### config.mk
export PLATFORM = sky130hd
export DESIGN_NAME = font_overlay_engine
export DESIGN_NICKNAME = d
export VERILOG_FILES = /design/src/rtl/overlay_pkg.sv /design/src/rtl/overlay_sync_delay.sv /design/src/rtl/font_overlay_engine.sv
export SDC_FILE = /design/constraint.sdc
export NUM_CORES = 1
export LEC_CHECK = 0
export CAP_MARGIN = 5
export CORE_UTILIZATION = 43
export CTS_CLUSTER_DIAMETER = 80
export CTS_CLUSTER_SIZE = 40
export DETAILED_ROUTE_END_ITERATION = 8
export PLACE_DENSITY = 0.83
export REMOVE_ABC_BUFFERS = 1
export SYNTH_ARGS = -nofsm -noshare
export SYNTH_HDL_FRONTEND = slang
export SYNTH_SLANG_ARGS = --single-unit
### constraint.sdc
create_clock -name clk_50MHz -period 3.65 [get_ports clk_50MHz]
set_input_delay 0.9125 -clock clk_50MHz [delete_from_list [all_inputs] [get_ports clk_50MHz]]
set_output_delay 0.9125 -clock clk_50MHz [all_outputs]
set_load 0.005 [all_outputs]
### src/rtl/overlay_pkg.sv
// Shared types and constants for the font overlay engine.
package overlay_pkg;

  localparam int GLYPH_W = 8;
  localparam int GLYPH_H = 64;
  localparam int FONT_AW = 10;
  localparam int RGB_W   = 24;

  typedef logic [RGB_W-1:0] rgb_t;

  typedef enum logic {
    WAIT_FRAME = 1'b0,
    ACTIVE     = 1'b1
  } frame_state_t;

endpackage

### src/rtl/overlay_sync_delay.sv
// N-stage register delay of video timing and pixel data, so they line up
// with the overlay pipeline output.
module overlay_sync_delay
  import overlay_pkg::*;
#(
  parameter int N = 3
) (
  input  logic i_clk,
  input  logic i_reset,
  input  logic i_de,
  input  logic i_hsync,
  input  logic i_vsync,
  input  rgb_t i_rgb,
  output logic o_de,
  output logic o_hsync,
  output logic o_vsync,
  output rgb_t o_rgb
);

  logic [N-1:0] r_de;
  logic [N-1:0] r_hsync;
  logic [N-1:0] r_vsync;
  rgb_t         r_rgb [N];

  always_ff @(posedge i_clk or posedge i_reset) begin
    if (i_reset) begin
      r_de    <= '0;
      r_hsync <= '0;
      r_vsync <= '0;
      for (int i = 0; i < N; i++) r_rgb[i] <= '0;
    end else begin
      r_de[0]    <= i_de;
      r_hsync[0] <= i_hsync;
      r_vsync[0] <= i_vsync;
      r_rgb[0]   <= i_rgb;
      for (int i = 1; i < N; i++) begin
        r_de[i]    <= r_de[i-1];
        r_hsync[i] <= r_hsync[i-1];
        r_vsync[i] <= r_vsync[i-1];
        r_rgb[i]   <= r_rgb[i-1];
      end
    end
  end

  assign o_de    = r_de[N-1];
  assign o_hsync = r_hsync[N-1];
  assign o_vsync = r_vsync[N-1];
  assign o_rgb   = r_rgb[N-1];

endmodule

### src/rtl/font_overlay_engine.sv
// Overlays one 8x64 font glyph (scaled by 2^SCALE_LOG2) onto the video stream
// with a fixed 3-cycle latency. Optional macro: OVERLAY_TRANSPARENT_BG_EN.
module font_overlay_engine
  import overlay_pkg::*;
#(
  parameter logic [10:0] BOX_X      = 11'd64,
  parameter logic [10:0] BOX_Y      = 11'd64,
  parameter int          SCALE_LOG2 = 2,
  parameter rgb_t        FG_COLOR   = 24'hFFFFFF,
  parameter rgb_t        BG_COLOR   = 24'h000000
) (
  input  logic               clk_50MHz,
  input  logic               reset,
  input  logic [FONT_AW-1:0] offset,
  input  logic [10:0]        hcount,
  input  logic [10:0]        vcount,
  input  logic               de_in,
  input  logic               hsync_in,
  input  logic               vsync_in,
  input  rgb_t               rgb_in,
  output logic [FONT_AW-1:0] rom_addr,
  input  logic [7:0]         rom_data,
  output logic               de_out,
  output logic               hsync_out,
  output logic               vsync_out,
  output rgb_t               rgb_out
);

  localparam logic [10:0] BOX_W = 11'(GLYPH_W << SCALE_LOG2);
  localparam logic [10:0] BOX_H = 11'(GLYPH_H << SCALE_LOG2);

  frame_state_t       r_state;
  logic               r_vsync_d;
  logic [FONT_AW-1:0] r_glyph_base;

  logic               r_in_box0, r_in_box1, r_in_box2;
  logic [2:0]         r_col0, r_col1;
  logic               r_fg2;

  logic [10:0]        w_hrel, w_vrel;
  logic [2:0]         w_col;
  logic [5:0]         w_row;
  logic               w_in_box;
  logic               w_de_d, w_hsync_d, w_vsync_d;
  rgb_t               w_rgb_d, w_bg, w_pix;

  // Glyph base only moves on a vsync rising edge, so a frame never tears.
  always_ff @(posedge clk_50MHz or posedge reset) begin
    if (reset) begin
      r_state      <= WAIT_FRAME;
      r_vsync_d    <= 1'b1;
      r_glyph_base <= '0;
    end else begin
      r_vsync_d <= vsync_in;
      if (vsync_in && !r_vsync_d) begin
        r_glyph_base <= offset;
        r_state      <= ACTIVE;
      end
    end
  end

  assign w_hrel   = hcount - BOX_X;
  assign w_vrel   = vcount - BOX_Y;
  assign w_col    = 3'(w_hrel >> SCALE_LOG2);
  assign w_row    = 6'(w_vrel >> SCALE_LOG2);
  assign w_in_box = de_in && (r_state == ACTIVE)
                    && (hcount >= BOX_X) && (w_hrel < BOX_W)
                    && (vcount >= BOX_Y) && (w_vrel < BOX_H);

  always_ff @(posedge clk_50MHz or posedge reset) begin
    if (reset) begin
      rom_addr  <= '0;
      r_in_box0 <= 1'b0;
      r_col0    <= '0;
      r_in_box1 <= 1'b0;
      r_col1    <= '0;
      r_in_box2 <= 1'b0;
      r_fg2     <= 1'b0;
    end else begin
      rom_addr  <= r_glyph_base + {4'b0, w_row};
      r_in_box0 <= w_in_box;
      r_col0    <= w_col;
      r_in_box1 <= r_in_box0;
      r_col1    <= r_col0;
      r_in_box2 <= r_in_box1;
      r_fg2     <= r_in_box1 && rom_data[3'd7 - r_col1];
    end
  end

  overlay_sync_delay #(.N(3)) u_sync_delay (
    .i_clk   (clk_50MHz),
    .i_reset (reset),
    .i_de    (de_in),
    .i_hsync (hsync_in),
    .i_vsync (vsync_in),
    .i_rgb   (rgb_in),
    .o_de    (w_de_d),
    .o_hsync (w_hsync_d),
    .o_vsync (w_vsync_d),
    .o_rgb   (w_rgb_d)
  );

`ifdef OVERLAY_TRANSPARENT_BG_EN
  assign w_bg = w_rgb_d;
`else
  assign w_bg = BG_COLOR;
`endif

  always_comb begin
    w_pix = w_rgb_d;
    if (r_in_box2) w_pix = r_fg2 ? FG_COLOR : w_bg;
  end

  assign de_out    = w_de_d;
  assign hsync_out = w_hsync_d;
  assign vsync_out = w_vsync_d;
  assign rgb_out   = w_de_d ? w_pix : '0;

endmodule

Figure 1. Zoomed window.
Window x 62 to 82, y 62 to 82 µm. Cells in gray, sequential cells in the stronger gray; small squares are vias.
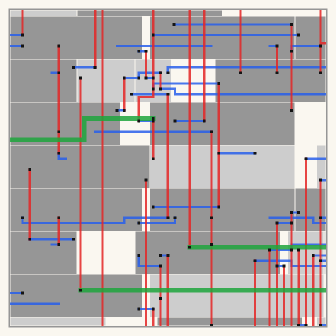
color	layer
red	M2
green	M3
blue	M1
netlist names of flops here include	u_sync_delay.r_rgb (7)
most frequent	dfrtp_1 (10)
sequential cells in the window	10
cells with their middle in the window	15

Figure 2. Sizing map.
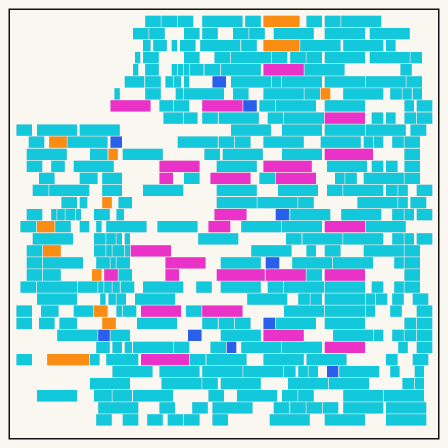
color	size	cells	share
cyan	x1 and smaller	332	88%
orange	x2	12	3.2%
magenta	x6 and larger	25	6.6%
blue	x3 and x4	10	2.6%
worst setup margin: 246 ps
area grow syn2layout: 46.4%
Final Cell Area: 5610 µm²
Buffers, non-clock: 104

==> ci_impl_report.md <==
## PnR job results

| Metric | Value |
|---|---|
| Sink Count | `113` |
| Total track usage | `0.167` |
| Ports | `106` |
| Setup TNS | `0 ps` |
| Die width | `96.4 µm` |
| Hold Path Depth | `0` |
| Log Warnings | `29` |
| Chip Area, Yosys | `between 3000 and 4000 µm²` |
| Register area | `roughly 2800 µm²` |
| Worst Hold Launch | `u_sync_delay.r_rgb[59]` |
| Clock Tree Buf Depth | `2` |
| Min Tclk post-route | `3400 ps` |
| Unique masters post-synth | `36` |
| CP required | `2740 ps` |
| Comb area | `approximately 950 µm²` |
| Total Wirelength | `7050 µm` |
| Clock Skew | `~6.3 ps` |
| Routability Congestion | `approximately 0.77` |
| Post-synthesis cell area | `3830 µm²` |
| CP bufs+invs | `1` |
| Reg-to-Reg End | `rom_addr[8]` |
| Vias in the first global route | `2294` |
| Port Buffer Count | `101` |
| DR vias | `2288` |
| CP Launch Type | `flop` |
| Critical path endpoint | `rgb_out[0]` |
| Commonest cells after routing, fill and taps aside | `112 x dfrtp_1, 101 x clkdlybuf4s50_1, 25 x nand2b_1` |
| Pwr Density | `between 600 and 700 nW/µm²` |
| Setup crit start | `r_in_box2` |
| Max Clock Freq | `294 MHz` |
| Pre-antenna DRT Iters | `4` |
| Global-route wire length before repair | `~11000 µm` |
| Seq cells post-synth | `113` |
| Leakage | `roughly 2.4 nW` |
| Initial antenna violation count | `0` |
| WS Path Type | `reg2out` |
| Cycle use final | `0.932` |
| Die area | `between 9000 and 10000 µm²` |
| Hold EP | `u_sync_delay.r_rgb[35]` |
| CTS HTree Levels | `4` |
| Fillers | `around 620` |
| Vias per std cell | `4.70` |
| CTS root buf | `clkbuf_8` |
| Worst-path fanout max | `25` |
| R2R setup slack | `1730 ps` |
| Worst hold path class | `reg2reg` |
| Final Non-Filler Cells | `487` |
| Worst-margin pin slew | `755 ps` |
| Seq share, synth | `0.738` |
| Status | `complete, no violations` |
| Remaining DRCs | `0` |
| Crit path cell chain | `nand2_2, a21boi_0, clkdlybuf4s50_1` |
| # Cells Yosys | `251` |
| Avg Cell Area, Syn | `15.3 µm²` |
| RSZ-0062 raised after global routing | `no` |
| Synth Instances | `~250` |
| Worst relative slew slack | `0.497` |
| Hold slack | `342 ps` |
| Slowest cell delay on critical path | `730 ps` |
| Post-Place Cells | `456` |
| WL per Instance | `~14 µm` |
| Reg-to-Reg Start | `r_glyph_base[0]` |
| Yosys warning total | `0` |
| Peak supply drop | `0.000298 V` |
| Die height | `approximately 96 µm` |
| Share of layout cells above drive strength 1 | `0.124` |
| Final Max Tran Viols | `0` |
| Antenna diode count | `0` |
| Remaining Overflow, GRT | `0` |
| Max Cap Violations | `0` |
| Clock transition at path regs | `60 ps` |
| Slowest CP cell | `dfrtp_1` |
| CP Depth | `3` |
| CTS tree | `yes` |
| Final ANT Viol Nets | `0` |
| Total CTS buffers | `17` |
| Most numerous logic cell after layout | `dfrtp_1` |
| Final Hold Fails | `0` |
| CP arrival | `~2500 ps` |
| Rows | `34` |
| Nets | `445` |
| Crit. End Element | `primary output` |
| Final setup viols | `0` |
| Largest net degree at the start of global routing | `65` |
| DR iter-0 viols | `56` |
| Total power | `3.45 mW` |
| Crit path max-delay family | `flip-flops` |
| Clk_lat worst skew | `500 ps` |
| CTS Hold Bufs | `0` |
| Reg2Reg Depth | `6` |
| Hpwl dp | `approximately 4700 µm` |
Figure 3. Cell area per tile.
10 x 10 tiles, from white (low) to dark blue (high), 0 to 100% covered.
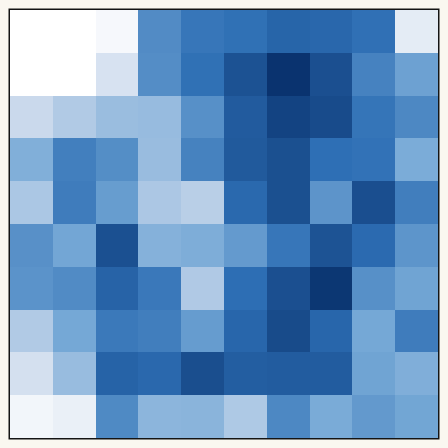
nearly empty tiles	4.0%
emptiest ninth of the die	north-west
tiles over 75% full	28%
fullest tile	99%
Post-Route Utilization: 0.647
CORE AREA: 8680 µm²
Init Core Util: 0.442

Figure 4. Ports around the boundary.
Bar = 20 µm. Pins as bars across the die edge, other pins in gray.
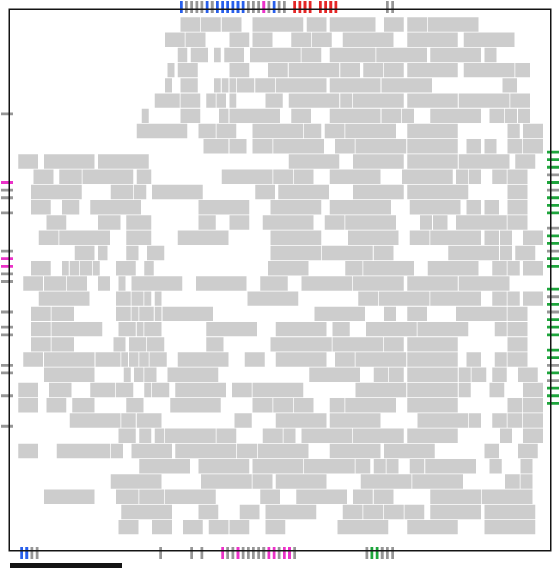
color	port	pins	direction	edge
magenta	rom_addr	10	output	6 south, 3 west, 1 north
blue	hcount	11	input	9 north, 2 south
green	rgb_out	24	output	22 east, 2 south
red	rom_data	8	input	north

repair_timing:
action | 4_1_cts | 5_1_grt
gates resized | 1 | 0
buffers inserted | 0 | 0
endpoints found under the setup margin | 4 | 0
synthesized netlist by cell type:
| cell | n | area, µm² |
|---|---|---|
| a31oi_1 | 1 | 6.26 |
| or4b_1 | 1 | 10.0 |
| a21oi_1 | 3 | 15.0 |
| o21ai_0 | 1 | 5.00 |
| xnor2_1 | 4 | 35.0 |
| nand2_2 | 1 | 6.26 |
| inv_1 | 8 | 30.0 |
| o211ai_1 | 1 | 7.51 |
| mux4_2 | 2 | 45.0 |
| mux2_2 | 3 | 33.8 |
| mux2_1 | 6 | 67.6 |
| nand2_1 | 7 | 26.3 |
| xor2_1 | 5 | 43.8 |
| nand2b_1 | 25 | 156 |
| nor3b_1 | 2 | 15.0 |
| a21oi_2 | 1 | 8.76 |
| and3_1 | 1 | 6.26 |
| a21boi_0 | 24 | 180 |
| mux2i_1 | 1 | 10.0 |
| o21ai_2 | 1 | 8.76 |
| fa_1 | 1 | 20.0 |
| nor2_1 | 6 | 22.5 |
| or2_2 | 2 | 12.5 |
| nand3_1 | 4 | 20.0 |
| o2111ai_1 | 2 | 17.5 |
| nor2b_1 | 3 | 18.8 |
| buf_2 | 1 | 5.00 |
| nand4b_1 | 1 | 8.76 |
| nor3_1 | 3 | 15.0 |
| ha_1 | 8 | 100 |
| a41o_1 | 1 | 10.0 |
| dfstp_2 | 1 | 26.3 |
| dfrtp_1 | 112 | 2800 |
| nand4_1 | 1 | 6.26 |
| clkbuf_1 | 6 | 22.5 |
| a221oi_1 | 1 | 8.76 |
layer usage:
metal	track usage	vias to the layer above	part of all wire
met4	0.0748	0	0.014
met5	0	-	0
met1	0.175	1136	0.38
met3	0.0704	10	0.050
met2	0.293	67	0.56
li1	-	1075	-
final cells by class:
type | count | share of cell area
sequential | 113 | 0.504
timing repair buffer | 104 | 0.186
multi-input combinational | 123 | 0.169
clock buffer | 17 | 0.0738
clock inverter | 14 | 0.0366
tap | 108 | 0.0241
inverter | 8 | 0.00580
stage by stage:
| step | instance area, µm² | worst slack, ps |
|---|---|---|
| floorplan | 3810 | -248 |
| global placement | 4990 | 585 |
| detailed placement | 4990 | 491 |
| CTS | 5610 | 168 |
| global route | 5610 | 44.1 |
| finish | 5610 | 246 |
registers in the layout, summed over array words and instances (netlist names):
name	count
r_vsync_d	1
r_in_box1	1
u_sync_delay.r_vsync	3
u_sync_delay.o_rgb	24
u_sync_delay.r_hsync	3
r_col0	3
u_sync_delay.r_rgb	48
r_fg2	1
r_glyph_base	10
r_col1	3
rom_addr	10
r_in_box2	1
r_in_box0	1
r_state	1
u_sync_delay.r_de	3
power by group:
group | switching (mW) | total [mW] | internal, mW
sequential | 0.0412 | 1.40 | 1.35
combinational | 0.142 | 0.363 | 0.222
clock | 0.574 | 1.69 | 1.11
total | 0.757 | 3.45 | 2.69
cells by family after synthesis:
kind of cell    after synthesis  share of synthesized area
compound gates               36                     0.0698
flops                       113                      0.738
xor+xnor                      9                     0.0206
simple gates                 57                     0.0845
fa+ha+maj                     9                     0.0313
mux                          12                     0.0408
buf+inv                      15                     0.0150
Power and IR drop assume default switching activity.
